**src/rtl/boid_pixel_writer.sv**
```systemverilog
// Purpose: erases a boid's SIZExSIZE square at its previous position, then draws it at the current position.
// Latency: the first pixel is presented the cycle after start, then one pixel per cycle; done follows the last pixel.
// Backpressure: wr_req/wr_addr/wr_data hold while wr_ack is low; clipped pixels use one idle cycle each.
module boid_pixel_writer #(
    parameter int          SIZE     = 2,
    parameter int          H_RES    = 640,
    parameter int          V_RES    = 480,
    parameter logic [7:0]  BG_COLOR = 8'h00
) (
    input  logic        clk,
    input  logic        reset,
    input  logic        start,
    input  logic [31:0] x,
    input  logic [31:0] y,
    input  logic [31:0] px,
    input  logic [31:0] py,
    input  logic [7:0]  color,
    output logic        wr_req,
    output logic [18:0] wr_addr,
    output logic [7:0]  wr_data,
    input  logic        wr_ack,
    output logic        busy,
    output logic        done
);

    localparam logic [1:0] S_IDLE  = 2'd0;
    localparam logic [1:0] S_ERASE = 2'd1;
    localparam logic [1:0] S_DRAW  = 2'd2;
    localparam logic [1:0] S_DONE  = 2'd3;

    localparam logic [2:0] LAST = 3'(SIZE - 1);

    logic [1:0]  r_state;
    logic [2:0]  r_dx;
    logic [2:0]  r_dy;
    logic [15:0] r_x;
    logic [15:0] r_y;
    logic [15:0] r_px;
    logic [15:0] r_py;
    logic [7:0]  r_color;
    logic        r_wr_req;
    logic [18:0] r_wr_addr;
    logic [7:0]  r_wr_data;

    logic        w_same;
    logic        w_last;
    logic        w_adv;
    logic [2:0]  w_nx;
    logic [2:0]  w_ny;
    logic [15:0] w_base_col;
    logic [15:0] w_base_row;
    logic [2:0]  w_dx;
    logic [2:0]  w_dy;
    logic [7:0]  w_color;
    logic [16:0] w_col;
    logic [16:0] w_row;
    logic        w_in;
    logic [18:0] w_col19;
    logic [18:0] w_row19;
    logic [18:0] w_addr;

    // Fraction bits are truncated away; only the integer halves are used.
    logic w_unused_frac;
    assign w_unused_frac = ^{x[15:0], y[15:0], px[15:0], py[15:0]};

    // An unmoved boid needs no erase: the draw overwrites the same square.
    assign w_same = (px[31:16] == x[31:16]) && (py[31:16] == y[31:16]);
    assign w_last = (r_dx == LAST) && (r_dy == LAST);
    // A walk step retires when the pixel was clipped or its write was accepted.
    assign w_adv  = ((r_state == S_ERASE) || (r_state == S_DRAW)) && (!r_wr_req || wr_ack);
    assign w_nx   = (r_dx == LAST) ? 3'd0 : r_dx + 3'd1;
    assign w_ny   = (r_dx == LAST) ? r_dy + 3'd1 : r_dy;

    // Select base corner, offset and colour of the pixel to present next.
    always_comb begin
        w_base_col = r_x;
        w_base_row = r_y;
        w_dx       = 3'd0;
        w_dy       = 3'd0;
        w_color    = r_color;
        case (r_state)
            S_IDLE: begin
                if (w_same) begin
                    w_base_col = x[31:16];
                    w_base_row = y[31:16];
                    w_color    = color;
                end else begin
                    w_base_col = px[31:16];
                    w_base_row = py[31:16];
                    w_color    = BG_COLOR;
                end
            end
            S_ERASE: begin
                // After the last erase pixel the defaults give the first draw pixel.
                if (!w_last) begin
                    w_base_col = r_px;
                    w_base_row = r_py;
                    w_color    = BG_COLOR;
                    w_dx       = w_nx;
                    w_dy       = w_ny;
                end
            end
            S_DRAW: begin
                w_dx = w_nx;
                w_dy = w_ny;
            end
            default: ;
        endcase
    end

    // Sign-extended pixel position, clip test and linear framebuffer address.
    assign w_col   = {w_base_col[15], w_base_col} + {14'd0, w_dx};
    assign w_row   = {w_base_row[15], w_base_row} + {14'd0, w_dy};
    assign w_in    = !w_col[16] && !w_row[16] && (w_col < 17'(H_RES)) && (w_row < 17'(V_RES));
    assign w_col19 = {3'd0, w_col[15:0]};
    assign w_row19 = {3'd0, w_row[15:0]};
    assign w_addr  = (H_RES == 640) ? (w_row19 << 9) + (w_row19 << 7) + w_col19
                                    : w_row19 * 19'(H_RES) + w_col19;

    // Sequencer: latch on start, walk erase then draw, pulse done.
    always_ff @(posedge clk or posedge reset) begin
        if (reset) begin
            r_state   <= S_IDLE;
            r_dx      <= 3'd0;
            r_dy      <= 3'd0;
            r_x       <= 16'd0;
            r_y       <= 16'd0;
            r_px      <= 16'd0;
            r_py      <= 16'd0;
            r_color   <= 8'd0;
            r_wr_req  <= 1'b0;
            r_wr_addr <= 19'd0;
            r_wr_data <= 8'd0;
        end else begin
            case (r_state)
                S_IDLE: begin
                    if (start) begin
                        r_x       <= x[31:16];
                        r_y       <= y[31:16];
                        r_px      <= px[31:16];
                        r_py      <= py[31:16];
                        r_color   <= color;
                        r_state   <= w_same ? S_DRAW : S_ERASE;
                        r_dx      <= w_dx;
                        r_dy      <= w_dy;
                        r_wr_req  <= w_in;
                        r_wr_data <= w_color;
                        if (w_in) r_wr_addr <= w_addr;
                    end
                end
                S_ERASE: begin
                    if (w_adv) begin
                        if (w_last) r_state <= S_DRAW;
                        r_dx      <= w_dx;
                        r_dy      <= w_dy;
                        r_wr_req  <= w_in;
                        r_wr_data <= w_color;
                        if (w_in) r_wr_addr <= w_addr;
                    end
                end
                S_DRAW: begin
                    if (w_adv) begin
                        if (w_last) begin
                            r_state  <= S_DONE;
                            r_wr_req <= 1'b0;
                        end else begin
                            r_dx      <= w_dx;
                            r_dy      <= w_dy;
                            r_wr_req  <= w_in;
                            r_wr_data <= w_color;
                            if (w_in) r_wr_addr <= w_addr;
                        end
                    end
                end
                default: r_state <= S_IDLE;
            endcase
        end
    end

    assign wr_req  = r_wr_req;
    assign wr_addr = r_wr_addr;
    assign wr_data = r_wr_data;
    assign busy    = (r_state != S_IDLE);
    assign done    = (r_state == S_DONE);

endmodule

```
**config.mk**
```make
export PLATFORM = sky130hd
export DESIGN_NAME = boid_pixel_writer
export DESIGN_NICKNAME = d
export VERILOG_FILES = /design/src/rtl/boid_pixel_writer.sv
export SDC_FILE = /design/constraint.sdc
export NUM_CORES = 1
export LEC_CHECK = 0
export CORE_ASPECT_RATIO = 1.1
export CORE_MARGIN = 5
export CORE_UTILIZATION = 46
export DETAILED_ROUTE_END_ITERATION = 7
export MAX_ROUTING_LAYER = met4
export PLACE_DENSITY = 0.87
export SYNTH_ARGS = -nofsm -noshare
export SYNTH_HDL_FRONTEND = slang
export SYNTH_SLANG_ARGS = --single-unit
```
**constraint.sdc**
```tcl
create_clock -name clk -period 5.9 [get_ports clk]
set_clock_uncertainty 0.2 [all_clocks]
set_input_delay 1.18 -clock clk [delete_from_list [all_inputs] [get_ports clk]]
set_output_delay 1.18 -clock clk [all_outputs]
set_load 0.01 [all_outputs]
```
==> notes.md, run 1 <==
Results of an implementation run.

The tree built by TritonCTS fans out to around 110 sinks. The biggest combinational cell group after synthesis is AND-OR/OR-AND gates. The root buffer cell is clkbuf_16. The most used flip-flop cell is dfrtp_1. The antenna diode count is 0.

The H-tree depth is 3. The later pin in the worst-skew pair is clocked with a latency of approximately 0.35 ns. The layout summary lists the proportion of cells stronger than drive strength 1 as 0.3153. The placement summary gives the final routability congestion estimate as about 0.94. The headroom to the max-slew limit is 0.3544. The HPWL after detailed placement is 14,920 um. The run finished with clean final reports. Per the final report, max-transition violations number 0. Per the OpenROAD floorplan log, the height of the die is 141.3 um. The synthesis run shows the most used standard cells to be dfrtp_1, mux2_2, xor2_1, nand2_1. The number of global-route vias before repair came to between 6k and 7k. The classification of the worst setup path is input port to flip-flop. The number of instances in the synthesized netlist is about 670.

The routed design shows a via density per instance of ~5.7. The number of hold buffers added after cts is 0. The startpoint identified for the worst register-to-register timing path is r_dy[1]. Among the stages of the critical path, the cell type that occurs most often is xnor2_1.

The sequential share of the synthesized area is 0.3748. The endpoint of the worst register-to-register path is wr_addr[18]. The total CTS buffers is 9. The cell with the largest stage delay on the worst path is clkdlybuf4s50_1. The required time at the worst endpoint is listed as 5.94 ns.
-- run 1: per-layer routing --
metal | global-route usage | share of wire
met1 | 0.2898 | 0.42
met2 | 0.3603 | 0.49
met3 | 0.03539 | 0.058
met4 | 0.07407 | 0.029
met5 | - | 0
-- run 1: report_power, final --
| part | leakage [nW] | total, mW | switching [mW] | internal [mW] |
|---|---|---|---|---|
| registers | 1.33 | 1.24 | 0.197 | 1.04 |
| logic | 2.94 | 5.06 | 2.46 | 2.60 |
| clock network | 0.149 | 0.646 | 0.305 | 0.341 |
-- run 1: sequential cells by signal, indices dropped and copies added (netlist names) --
register and cells:
wr_req 1, r_px 16, r_x 16, r_dy 3, r_state 2, r_py 16, r_color 8, r_y 16
wr_addr 19, r_dx 3, wr_data 8
-- run 1: timing repair --
action                                  CTS  global route
pin swaps                                 4            26
endpoints found under the setup margin    3             5
gates resized                             9            44
setup buffers                             3             8
-- run 1: worst max-delay path, delay by kind of cell --
family,cells,cell delay [ns]
xor gates and xnor gates,3,0.39
adders and majority gates,2,0.81
AOI/OAI and AO/OA,7,1.09
and+or+nand+nor,5,1.11
muxes,1,0.28
buffers and inverters,5,0.97
-- run 1: cell families (layout without fill, tap and decap cells) --
logic type,count (synthesis),count (layout)
xor+xnor,67,67
fa+ha+maj,36,36
flops,108,108
mux,96,96
simple gates,148,148
compound gates,150,150
buf+inv,65,283
-- run 1: how the worst max path moves through the flow --
stage / to / slack [ns] / cells past startpoint / from
final: wr_addr[18] / 0.13 / 23 / py[24]
after global routing: wr_addr[18] / -0.10 / 22 / px[27]
after CTS: wr_addr[18] / 0.005 / 23 / x[28]
after detailed placement: wr_addr[18] / -0.53 / 22 / px[20]
after global placement: wr_addr[18] / -0.40 / 22 / y[20]
after floorplan: wr_addr[18] / 0.18 / 28 / r_state[1]
-- run 1: cell usage in the layout, fill, tap and decap left out, types with 24 or more instances in the layout --
| cell type | instances |
|---|---|
| dfrtp_1 | 108 |
| nor2_1 | 33 |
| xnor2_1 | 24 |
| a21oi_1 | 27 |
| ha_1 | 24 |
| mux2_2 | 72 |
| buf_4 | 124 |
| xor2_1 | 39 |
| nand2_1 | 37 |
| clkdlybuf4s50_1 | 93 |
| inv_1 | 35 |
-- run 1: through the flow --
step                area, um^2  setup slack (ns)  hold WS [ns]
finish                    9879            0.1257        0.2859
global route              9879           -0.1037        0.3120
CTS                       9627          0.004766        0.2905
detailed placement        9245           -0.5319        0.2741
global placement          9245           -0.4041        0.2665
floorplan                 7211            0.1762        0.2497
-- run 1: area by class of cell --
class | count | area share
flip-flops and latches | 108 | 0.2736
multi-input cells | 497 | 0.4491
inverters | 36 | 0.01393
well taps | 200 | 0.02533
clock buffers | 9 | 0.02280
repair buffers | 231 | 0.2059
clock inverters | 7 | 0.009372
### The metal 3 layer, run 1

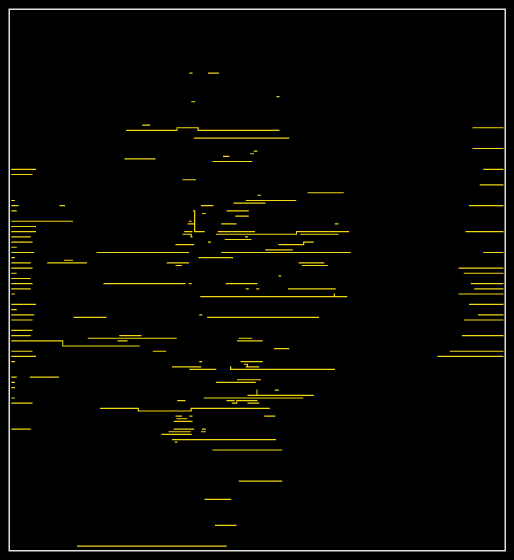
wire length on this layer: 1,160 um
nets with wire on the layer: 119
main direction: horizontal
longest straight run: 38.9 um
met3 Resource Use GR: 0.03539
WL final: 20,050 um
routed vias: 6,191

### Gate-type map, run 1

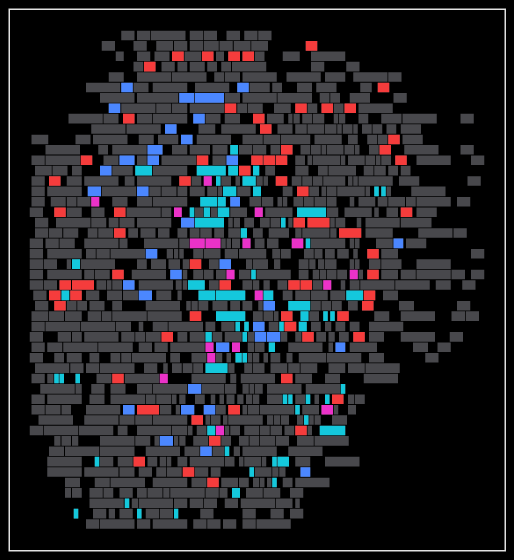
legend:
  magenta:
    family: AND and OR gates
    cells: 18
    most_used: and2_1
    where: middle
  blue:
    family: AND-OR and OR-AND gates
    cells: 36
    most_used: a22o_1
  red:
    family: XOR/XNOR gates
    cells: 67
    most_used: xor2_1
  cyan:
    family: NOR gates
    cells: 67
    most_used: nor2_1
most common library cell in the layout ignoring fill and taps: buf_4
final standard cell count with taps included and fillers excluded: 1,088
share of cell area taken by multi-input logic gates: 0.4491

### Routing congestion, run 1

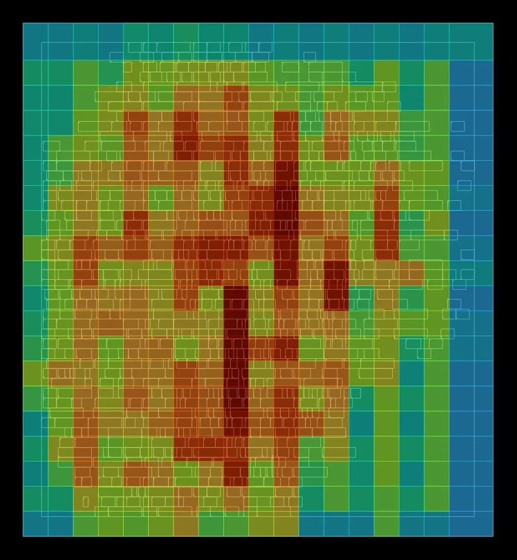
global-route total usage across every layer: 0.2238
share of the core filled with cells in the final layout: 0.6351
routed length per placed instance: 18.42 um
GR met2 Demand/Resource: 0.3603

### Where the registers sit, run 1

The bar under the picture is 50 um long.
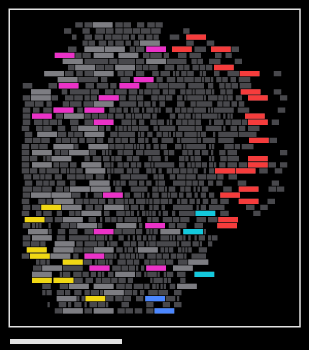
legend:
  yellow:
    signal: `r_color`
    placed_flops: 8
    where: bottom left
  red:
    signal: `wr_addr`
    placed_flops: 19
  blue:
    signal: `r_state`
    placed_flops: 2
  cyan:
    signal: `r_dx`
    placed_flops: 3
  magenta:
    signal: `r_py`
    placed_flops: 16
not coloured: 60
sequential cell area in the final layout: 2703 um^2
Flop+latch power: 1.24 mW
sequential share of cell area: 0.2736

==> run 2: changes to the inputs <==
--- a/config.mk
+++ b/config.mk
@@ -11,6 +11,7 @@
 export DETAILED_ROUTE_END_ITERATION = 7
 export MAX_ROUTING_LAYER = met4
 export PLACE_DENSITY = 0.87
+export SKIP_LAST_GASP = 1
 export SYNTH_ARGS = -nofsm -noshare
 export SYNTH_HDL_FRONTEND = slang
 export SYNTH_SLANG_ARGS = --single-unit
### Gate-type map, run 2

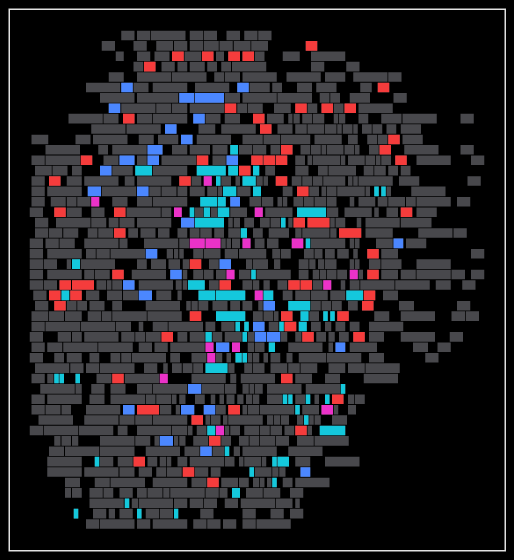
legend:
  cyan:
    family: NOR gates
    cells: 67
    most_used: nor2_1
  red:
    family: XOR/XNOR gates
    cells: 67
    most_used: xor2_1
  blue:
    family: AND-OR and OR-AND gates
    cells: 36
    most_used: a22o_1
  magenta:
    family: AND and OR gates
    cells: 18
    most_used: and2_1
    where: middle

### Metal 2, run 2

The bar under the picture is 50 um long.
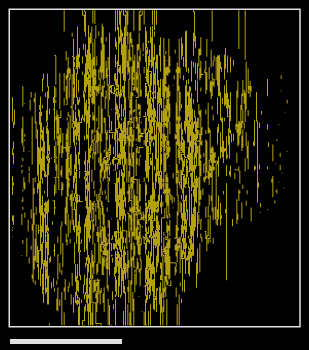
main direction: vertical
longest straight run: 68.9 um
nets with wire on the layer: 898
share of all routed wire: 49%
WL final: 20,020 um
routed vias: 6,204

==> notes.md, run 2 <==
Results of an implementation run.

The run finished with clean final reports. The flip-flop count of the largest register after layout is 19 (unchanged). Looking at the setup timing report, the critical path kind is input port to flip-flop. The layout cell share with drive strength beyond 1 came to 0.3153 (unchanged). The switching power as a share of total power came to 0.4259 (about the same). CTS placed an instance of clkbuf_16 at the clock tree root. The critical path required time is 5.94 ns (about the same). The final weighted congestion of routability-driven global placement was 0.9436 (unchanged). The relative contribution of sequential cells to total power came to 0.178 (about the same). The cell-internal power came to 3.987 mW (about the same). The top logic cell by instance count in the layout is buf_4. The non-filler instance count after layout came to 1,088 (unchanged). The switching power total came to 2.958 mW (-0.12%).

The final number of max-transition violations is 0 (unchanged). The number of hold buffers added after cts is 0 (unchanged). The vias per cell is 5.702 (+0.21%). According to the timing report, the critical path is launched from py[24]. The number of global-route vias before repair is 6,207 (unchanged). The CTS sink count came to 108 (unchanged).

The flip-flop and latch area is 2703 um^2 (unchanged). The endpoint identified for the worst register-to-register timing path is wr_addr[18].
==> run 2: final cells by class <==
cell class / instances / share of cell area
clock buffers: 9 / 0.02280
multi-input cells: 497 / 0.4491
well taps: 200 / 0.02533
repair buffers: 231 / 0.2059
inverters: 36 / 0.01393
clock inverters: 7 / 0.009372
flip-flops and latches: 108 / 0.2736
==> run 2: what timing repair did <==
item                       4_1_cts  5_1_grt
buffers inserted                 3        8
resized                          9       44
pin swaps                        4       25
setup endpoints to repair        3        5
==> run 2: worst min path at each step <==
stage | startpoint | endpoint | slack [ns]
after floorplan | r_x[4] | r_x[4] | 0.25
after global placement | r_x[4] | r_x[4] | 0.27
after detailed placement | wr_addr[7] | wr_addr[7] | 0.27
after CTS | wr_addr[7] | wr_addr[7] | 0.29
after global routing | wr_addr[18] | wr_addr[18] | 0.31
final | wr_addr[0] | wr_addr[0] | 0.29
==> run 2: routing by layer <==
layer | part of all wire | vias to the layer above | GRT usage
li1 | - | 2892 | -
met1 | 0.42 | 3042 | 0.2898
met2 | 0.49 | 226 | 0.3603
met3 | 0.059 | 44 | 0.03539
met4 | 0.030 | 0 | 0.07407
met5 | 0 | - | -
==> run 2: cell families after synthesis <==
family | after synthesis | share of synthesized area
compound gates | 150 | 0.1603
simple gates | 148 | 0.1173
flops | 108 | 0.3748
mux | 96 | 0.1543
xor+xnor | 67 | 0.08138
buf+inv | 65 | 0.03904
fa+ha+maj | 36 | 0.07288
==> run 2: stage by stage <==
step | instance area (um^2) | TNS (ns) | worst slack, ns | utilization | hold slack, ns
floorplan | 7211 | 0 | 0.1762 | - | 0.2497
global placement | 9245 | -1.152 | -0.4041 | 0.5944 | 0.2665
detailed placement | 9245 | -1.719 | -0.5319 | 0.5944 | 0.2741
CTS | 9627 | 0 | 0.004766 | 0.6189 | 0.2905
global route | 9879 | -0.2355 | -0.1206 | 0.6351 | 0.3120
finish | 9879 | 0 | 0.1088 | 0.6351 | 0.2858
==> run 2: worst max-delay path, cell delays in order <==
cell and delay, ns:
clkdlybuf4s50_1 0.51, xnor2_1 0.13, nand4_1 0.19, or3_4 0.44, buf_4 0.15, nor4_4 0.29, o22ai_2 0.16, a21boi_2 0.18
nand2_1 0.11, xnor2_2 0.15, fa_1 0.52, fa_2 0.43, a21oi_2 0.14, nor2_1 0.05, nor2_1 0.14, o21bai_1 0.11
a21oi_2 0.18, o21bai_1 0.11, a21oi_2 0.19, o21ai_2 0.07, xnor2_1 0.12, mux2_1 0.28
==> run 2: power by group through the flow <==
stage / clock (mW) / sequential, mW / combinational, mW
after floorplan: 0 / 1.21 / 2.90
after global placement: 0 / 1.22 / 4.35
after detailed placement: 0 / 1.24 / 4.53
after CTS: 0.654 / 1.23 / 4.67
after global routing: 0.686 / 1.27 / 5.56
final: 0.644 / 1.24 / 5.06
Power figures rest on the tool's default switching activity, not on a simulated workload.
